--- src/rtl/fwd_operand_stage_pkg.sv ---
// Shared types and constants for the forwarding-operand stage.
package fwd_pkg;
    typedef enum logic [1:0] {EMPTY, ONE, TWO} fwd_state_t;
    localparam int ERR_CNT_W = 16;
    localparam logic [ERR_CNT_W-1:0] ERR_CNT_MAX = '1;
endpackage

--- src/rtl/fwd_operand_stage_if.sv ---
// Source-bundle / operand handshake bus between forwarding unit, stage and ALU operand register.
interface fwd_operand_stage_if #(
    parameter int WIDTH  = 32,
    parameter int NUM_IN = 3
);
    localparam int SEL_W = (NUM_IN > 2) ? $clog2(NUM_IN) : 1;

    logic                    in_valid_i;
    logic                    in_ready_o;
    logic [SEL_W-1:0]        sel_i;
    logic [NUM_IN*WIDTH-1:0] data_i;
    logic                    out_valid_o;
    logic                    out_ready_i;
    logic [WIDTH-1:0]        data_o;

    modport master (
        output in_valid_i, sel_i, data_i, out_ready_i,
        input  in_ready_o, out_valid_o, data_o
    );
    modport slave (
        input  in_valid_i, sel_i, data_i, out_ready_i,
        output in_ready_o, out_valid_o, data_o
    );
endinterface

--- src/rtl/fwd_operand_stage_sel_mux.sv ---
// Combinational source select; out-of-range codes fall back to source 0 and raise oor_o.
module fwd_sel_mux #(
    parameter int WIDTH  = 32,
    parameter int NUM_IN = 3,
    localparam int SEL_W = (NUM_IN > 2) ? $clog2(NUM_IN) : 1
) (
    input  logic [SEL_W-1:0]        sel_i,
    input  logic [NUM_IN*WIDTH-1:0] data_i,
    output logic [WIDTH-1:0]        word_o,
    output logic                    oor_o
);
    always_comb begin
        word_o = data_i[0 +: WIDTH];
        for (int k = 1; k < NUM_IN; k++) begin
            if (sel_i == SEL_W'(k)) word_o = data_i[k*WIDTH +: WIDTH];
        end
    end

    assign oor_o = (32'(sel_i) >= 32'(NUM_IN));
endmodule

--- src/rtl/fwd_operand_stage.sv ---
// Forwarded-operand select with two-entry skid buffer, flush and illegal-select tracking.
// Build option: FWD_OPERAND_ERR_CNT_EN adds the saturating err_cnt_o counter.
module fwd_operand_stage
    import fwd_pkg::*;
#(
    parameter int WIDTH  = 32,
    parameter int NUM_IN = 3
) (
    input  logic                 clk_i,
    input  logic                 rst_i,
    input  logic                 flush_i,
    input  logic                 err_clr_i,
    output logic                 sel_err_o,
`ifdef FWD_OPERAND_ERR_CNT_EN
    output logic [ERR_CNT_W-1:0] err_cnt_o,
`endif
    fwd_operand_stage_if.slave   bus
);
    logic [WIDTH-1:0] sel_word, main_q, skid_q;
    logic             sel_oor, out_valid_q, in_ready_q, acc_in, acc_out, err_evt_q;
    fwd_state_t       state;

    fwd_sel_mux #(.WIDTH(WIDTH), .NUM_IN(NUM_IN)) u_mux (
        .sel_i  (bus.sel_i),
        .data_i (bus.data_i),
        .word_o (sel_word),
        .oor_o  (sel_oor)
    );

    // A flushed input is never accepted, so it cannot raise an error either.
    assign acc_in  = bus.in_valid_i && in_ready_q && !flush_i;
    assign acc_out = out_valid_q && bus.out_ready_i;

    always_ff @(posedge clk_i or negedge rst_i) begin
        if (!rst_i) begin
            state       <= EMPTY;
            out_valid_q <= 1'b0;
            in_ready_q  <= 1'b1;
            main_q      <= '0;
            skid_q      <= '0;
        end else if (flush_i) begin
            state       <= EMPTY;
            out_valid_q <= 1'b0;
            in_ready_q  <= 1'b1;
        end else begin
            case (state)
                EMPTY: if (acc_in) begin
                    main_q      <= sel_word;
                    state       <= ONE;
                    out_valid_q <= 1'b1;
                end
                ONE: begin
                    if (acc_in && acc_out) begin
                        main_q <= sel_word;
                    end else if (acc_in) begin
                        skid_q     <= sel_word;
                        state      <= TWO;
                        in_ready_q <= 1'b0;
                    end else if (acc_out) begin
                        state       <= EMPTY;
                        out_valid_q <= 1'b0;
                    end
                end
                TWO: if (acc_out) begin
                    main_q     <= skid_q;
                    state      <= ONE;
                    in_ready_q <= 1'b1;
                end
                default: begin
                    state       <= EMPTY;
                    out_valid_q <= 1'b0;
                    in_ready_q  <= 1'b1;
                end
            endcase
        end
    end

    assign bus.out_valid_o = out_valid_q;
    assign bus.in_ready_o  = in_ready_q;
    assign bus.data_o      = main_q;

    // Error event is staged one edge behind acceptance; set beats clear.
    always_ff @(posedge clk_i or negedge rst_i) begin
        if (!rst_i) begin
            err_evt_q <= 1'b0;
            sel_err_o <= 1'b0;
        end else begin
            err_evt_q <= acc_in && sel_oor;
            if (err_evt_q)      sel_err_o <= 1'b1;
            else if (err_clr_i) sel_err_o <= 1'b0;
        end
    end

`ifdef FWD_OPERAND_ERR_CNT_EN
    always_ff @(posedge clk_i or negedge rst_i) begin
        if (!rst_i)                                err_cnt_o <= '0;
        else if (err_clr_i)                        err_cnt_o <= ERR_CNT_W'(err_evt_q);
        else if (err_evt_q && err_cnt_o != ERR_CNT_MAX) err_cnt_o <= err_cnt_o + 1'b1;
    end
`endif
endmodule

--- src/flat_wrapper.sv ---
// flat-port wrapper written by rule: the top's interface ports become plain ports
module fwd_operand_stage_flat import fwd_pkg::*;
#(
    parameter int WIDTH  = 32,
    parameter int NUM_IN = 3
)
  (clk_i, rst_i, flush_i, err_clr_i, sel_err_o, bus_in_valid_i, bus_sel_i, bus_data_i, bus_out_ready_i, bus_in_ready_o, bus_out_valid_o, bus_data_o);
  fwd_operand_stage_if #(.WIDTH(WIDTH), .NUM_IN(NUM_IN)) bus_i ();
  input  logic clk_i;
  input  logic rst_i;
  input  logic flush_i;
  input  logic err_clr_i;
  output logic sel_err_o;
  input wire logic [$bits(bus_i.in_valid_i)-1:0] bus_in_valid_i;
  input wire logic [$bits(bus_i.sel_i)-1:0] bus_sel_i;
  input wire logic [$bits(bus_i.data_i)-1:0] bus_data_i;
  input wire logic [$bits(bus_i.out_ready_i)-1:0] bus_out_ready_i;
  output wire logic [$bits(bus_i.in_ready_o)-1:0] bus_in_ready_o;
  output wire logic [$bits(bus_i.out_valid_o)-1:0] bus_out_valid_o;
  output wire logic [$bits(bus_i.data_o)-1:0] bus_data_o;
  assign bus_i.in_valid_i = bus_in_valid_i;
  assign bus_i.sel_i = bus_sel_i;
  assign bus_i.data_i = bus_data_i;
  assign bus_i.out_ready_i = bus_out_ready_i;
  assign bus_in_ready_o = bus_i.in_ready_o;
  assign bus_out_valid_o = bus_i.out_valid_o;
  assign bus_data_o = bus_i.data_o;
  fwd_operand_stage #(.WIDTH(WIDTH), .NUM_IN(NUM_IN)) u_core (.clk_i(clk_i), .rst_i(rst_i), .flush_i(flush_i), .err_clr_i(err_clr_i), .sel_err_o(sel_err_o), .bus(bus_i));
endmodule
--- config.mk ---
export PLATFORM = sky130hd
export DESIGN_NAME = fwd_operand_stage_flat
export DESIGN_NICKNAME = d
export VERILOG_FILES = /design/src/rtl/fwd_operand_stage_pkg.sv /design/src/rtl/fwd_operand_stage_if.sv /design/src/rtl/fwd_operand_stage_sel_mux.sv /design/src/rtl/fwd_operand_stage.sv /design/src/flat_wrapper.sv
export SDC_FILE = /design/constraint.sdc
export NUM_CORES = 1
export LEC_CHECK = 0
export ABC_CLOCK_PERIOD_IN_PS = 3200
export CELL_PAD_IN_SITES_DETAIL_PLACEMENT = 1
export CELL_PAD_IN_SITES_GLOBAL_PLACEMENT = 2
export CORE_MARGIN = 1
export CORE_UTILIZATION = 28
export DETAILED_ROUTE_END_ITERATION = 8
export PLACE_DENSITY = 0.82
export SLEW_MARGIN = 5
export SYNTH_ARGS = -nofsm -noshare
export SYNTH_HDL_FRONTEND = slang
export SYNTH_SLANG_ARGS = --single-unit
--- constraint.sdc ---
create_clock -name clk_i -period 3.2 [get_ports clk_i]
set_input_delay 0.8 -clock clk_i [delete_from_list [all_inputs] [get_ports clk_i]]
set_output_delay 0.8 -clock clk_i [all_outputs]
set_load 0.005 [all_outputs]
### Clock nets

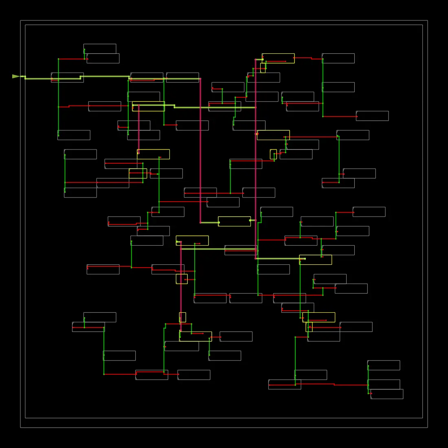
Clock Buffer Count: 11
CTS buffer count: 9

### Signal wires on met4

Supply wires on this layer in grey.
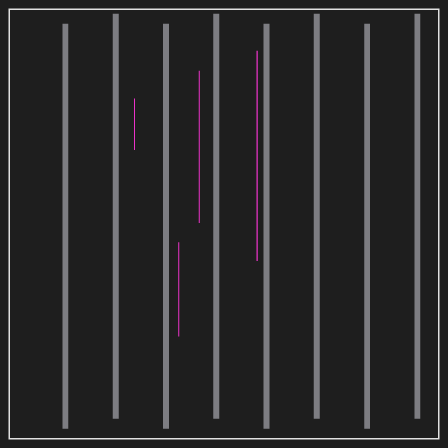
main direction: vertical
wire length on this layer: 136 um
longest straight run: 56.4 um
nets with wire on the layer: 2

### Register map, names as in the netlist

Other sequential cells in the stronger grey, the rest of the logic in the fainter grey.
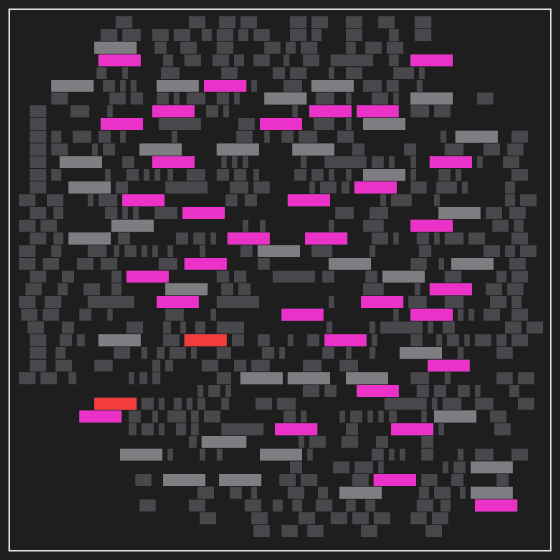
[magenta] `u_core.skid_q` | sequential cells: 32
[red] `u_core.state` | sequential cells: 2
not coloured: 36
Seq. pwr: 1.55 mW
flop share of the area: 32.30%
Sequential cell area: 1753 um^2

### Clock distribution

Scale bar: 20 um.
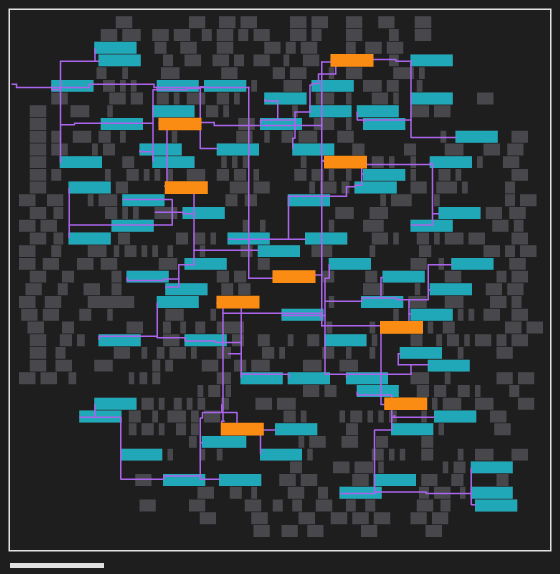
[orange] clock-net drivers | count: 9
[cyan] flip-flops | count: 70
[purple] clock wires | length: 1,040 um
flops lie: all over the die
routed clock nets: 10
Clock power frac: 23.9%
clk ins delay skew pair: 330 ps
clk_skew: 6.555 ps
clk pwr: 905 uW

==> reports/metrics.yaml <==
reg2reg_depth: 5
hp-start: "u_core.err_evt_q"
hold_buffers: 0
hold_class: "flop to flop"
cellLeakagePower_nw: 2.135
gp_congestion: 0.7562
worst_path_largest_cell_delay_ps: 550
nNetsFinal: 600
power_mw: 3.792
drv_cap: 0
crit_buf_inv: 2
cts_setup_buffers: 0
hold_ws_ps: 434.3
fa_ha_area_share_pct: 0
initCoreUtil_pct: 28.70
period_needed_ps: 2650
synthArstFlopShare_pct: 100.0
grtUsageMet3_pct: 3.609
wl_met3_um: 546
avgRoutedWirePerCell_um: 17.20
dp_slack_ps: 172.5
xor_area_share_pct: 0.2428
synth_area_um2: 3607
synthTopLogicFamily: "AND-OR/OR-AND gates"
ys_seq_share_pct: 48.60
routed_wl_mm: 11.56
slowest_stage: "clkdlybuf4s50_1"
mux_share_pct: 10.54
r2r_end: "u_core.bus.data_o[14]"
outcome: "finished clean"
maxSlewViolCount: 0
layout_top_cells: "clkdlybuf4s50_1 (137), nand2_1 (70), dfrtp_1 (69)"
r2r_start: "u_core.bus.in_ready_o"
finalSetupViolations: 0
required_ps: 3410
final_area_um2: 5428
yosys_area_um2: 3607
cts_tree: "built"
avgSynthCellArea_um2: 9.883
synth-edff-count: 0
cp.arrival_ps: 2860
first_pass_iters: 4
clock-sinks: 70
p_per_area_nw_per_um2: 698.7
maxUsedRoutingLayer: "met4"
period_used_pct: 82.80
h-tree-depth: 3
ys_sh_simple_pct: 13.01
ioPinCount: 139
die_area_um2: 13340
worst_setup_path_start_kind: "primary input"
flop_cell: "dfrtp_1"
yosys.area_share.aoi_pct: 22.93
utilization_pct: 43.19
die_h_um: 115.5
holdPathEnd: "u_core.sel_err_o"
-- worst max-delay path by stage --
stage,start,to,slack [ps],cells past startpoint
floorplan,bus_in_valid_i,u_core.bus.data_o[0],1070,5
global placement,bus_in_valid_i,u_core.bus.data_o[23],220,6
detailed placement,bus_sel_i[1],u_core.bus.data_o[24],170,5
CTS,bus_sel_i[1],u_core.bus.data_o[24],530,5
global route,bus_sel_i[1],u_core.bus.data_o[24],400,5
finish,bus_in_valid_i,u_core.bus.data_o[14],550,6
-- cell type report --
cell class | instances | area (um^2) | area share, %
clock buffer | 11 | 242.7 | 4.472
inverter | 2 | 7.507 | 0.1383
multi-input combinational | 263 | 1717 | 31.63
sequential | 70 | 1753 | 32.30
clock inverter | 4 | 23.77 | 0.4380
tap | 172 | 215.2 | 3.965
timing repair buffer | 150 | 1469 | 27.06
-- cells in the mapped netlist (all sizes together), types with 2 or more instances --
master | n | area [um^2]
clkbuf | 17 | 63.81
nor2b | 2 | 12.51
nand2 | 70 | 262.8
a32o | 3 | 30.03
nand2b | 2 | 12.51
nor3 | 2 | 10.01
o31ai | 60 | 485.5
mux2 | 32 | 360.4
a221o | 2 | 20.02
inv | 2 | 7.510
nand3 | 2 | 10.01
buf | 13 | 97.59
a211oi | 2 | 15.01
nor2 | 33 | 123.9
a21oi | 6 | 30.03
mux2i | 2 | 20.02
dfrtp | 69 | 1727
o22ai | 30 | 187.7
o21ai | 5 | 25.02
-- power breakdown --
group | switching, mW | leakage, nW | total (mW) | internal (mW)
sequential | 0.244 | 0.840 | 1.55 | 1.30
combinational | 0.508 | 1.16 | 1.34 | 0.832
clock | 0.367 | 0.135 | 0.905 | 0.538
total | 1.12 | 2.13 | 3.79 | 2.67
Power is estimated from default activity; no workload was simulated.
